==> images/wires.png <==
Only two layers are drawn.
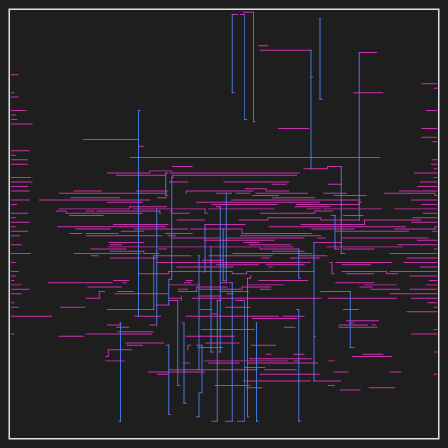
==> images/clocks.png <==
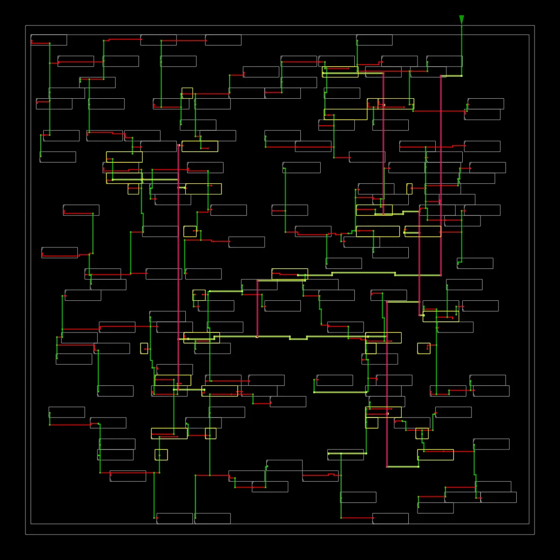
==> images/layer_met2.png <==
Cells faint in the background.
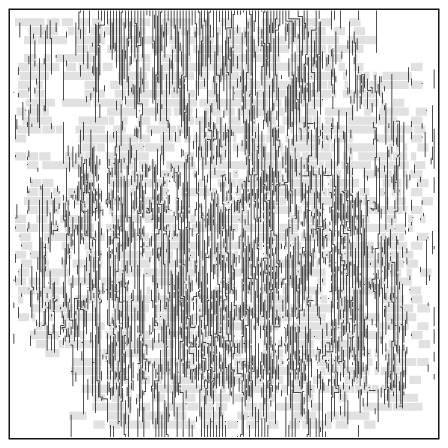
==> images/layer_met4.png <==
The bar under the picture is 50 um long. Cells faint in the background.
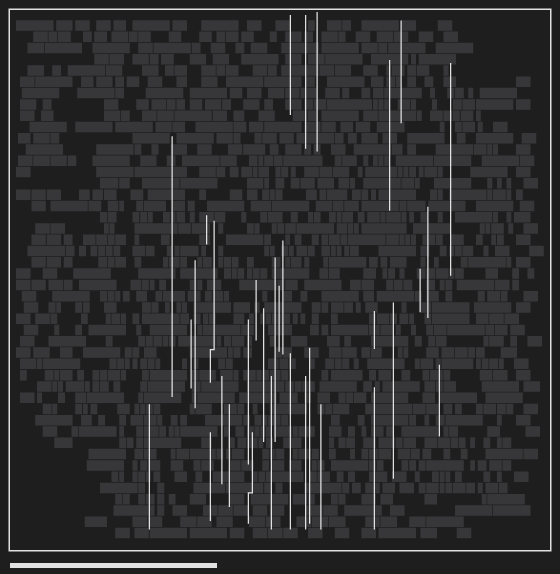
==> config.mk <==
export PLATFORM = sky130hd
export DESIGN_NAME = wishbone_dma_sequencer
export DESIGN_NICKNAME = d
export VERILOG_FILES = /design/src/rtl/wishbone_dma_pkg.sv /design/src/rtl/wishbone_dma_sequencer.sv
export SDC_FILE = /design/constraint.sdc
export NUM_CORES = 1
export LEC_CHECK = 0
export CORE_UTILIZATION = 47
export DETAILED_ROUTE_END_ITERATION = 16
export GPL_TIMING_DRIVEN = 0
export PLACE_DENSITY = 0.77
export SKIP_LAST_GASP = 1
export SLEW_MARGIN = 20
export SYNTH_ARGS = -nofsm -noshare
export SYNTH_HDL_FRONTEND = slang
export SYNTH_SLANG_ARGS = --single-unit
export TNS_END_PERCENT = 1
==> constraint.sdc <==
create_clock -name i_clk -period 2.55 [get_ports i_clk]
set_input_delay 0.51 -clock i_clk [delete_from_list [all_inputs] [get_ports i_clk]]
set_output_delay 0.51 -clock i_clk [all_outputs]
set_load 0.02 [all_outputs]
==> flow_summary.yaml <==
# flow metrics
critical_path:
  arrival_ps: 2120
  r2r_setup_slack_ps: 90
  reg2reg_depth: 7
  crit_family: "buffers and inverters"
  cp_slowest_cell: "dfrtp_1"
  path_max_fanout: 10
  required_ps: 2040
drt:
  wl_met1_um: 10700
  first_iter_violations: 1007
power:
  maxPowerGroup: "combinational logic"
  fin_total_pwr_mw: 13.2
  internal-power_mw: 7.33
  leakage_nw: 4.44
cells_and_area:
  fill_cells: 1351
  clockBufferCount: 18
  n_antenna_cell: 0
  flop_area_um2: 3280
timing:
  tightest_slew_ps: 862
  timing.hold.ws_ps: -12.7
  layout_setup_ws_ps: -78.5
  finalSetupViolCount: 28
  fin_setup_tns_ps: -818
  timing.final.max_slew_violations: 0
  hold_violations: 11
status:
  violations: "negative hold slack, negative setup slack"
  outcome: "finished, violations left"
clock_tree:
  cts_buffer_depth: 2
  clk_pin_slew_worst_paths_ps: 60
global_routing:
  grt_start_max_net_pins: 80
  antenna_found_initial: 0
  top_usage_layer: "met2"
run:
  tool_warnings: 29
synth:
  synth_top_cell_by_area: "dfrtp_1"
  mux_area_frac: 0.0526
  edf_count: 0
  ys_cells: 870
  synth_top_area_share: 0.424
floorplan:
  core_region_area_um2: 15900
place:
  place_congestion: 0.953
Notes on wires.png above:
legend:
  blue:
    layer: metal 4
    wire_length: 980 um
  magenta:
    layer: metal 3
    wire_length: 2990 um
WL/cell: 20.4 um
Vias: 8146
GR Util All Layers: 0.322
Total Routed Length: 26900 um

Notes on clocks.png above:
Clk power: 2.45 mW
Clock Latency Late Sink: 430 ps
flip-flops: 131
CTS Buf Count: 17

Notes on layer_met2.png above:
longest straight run: 43.9 um
share of all routed wire: 46%
main direction: vertical
global-route met2 utilization: 0.478

Notes on layer_met4.png above:
nets with wire on the layer: 28
main direction: vertical

Power is estimated from default activity; no workload was simulated.
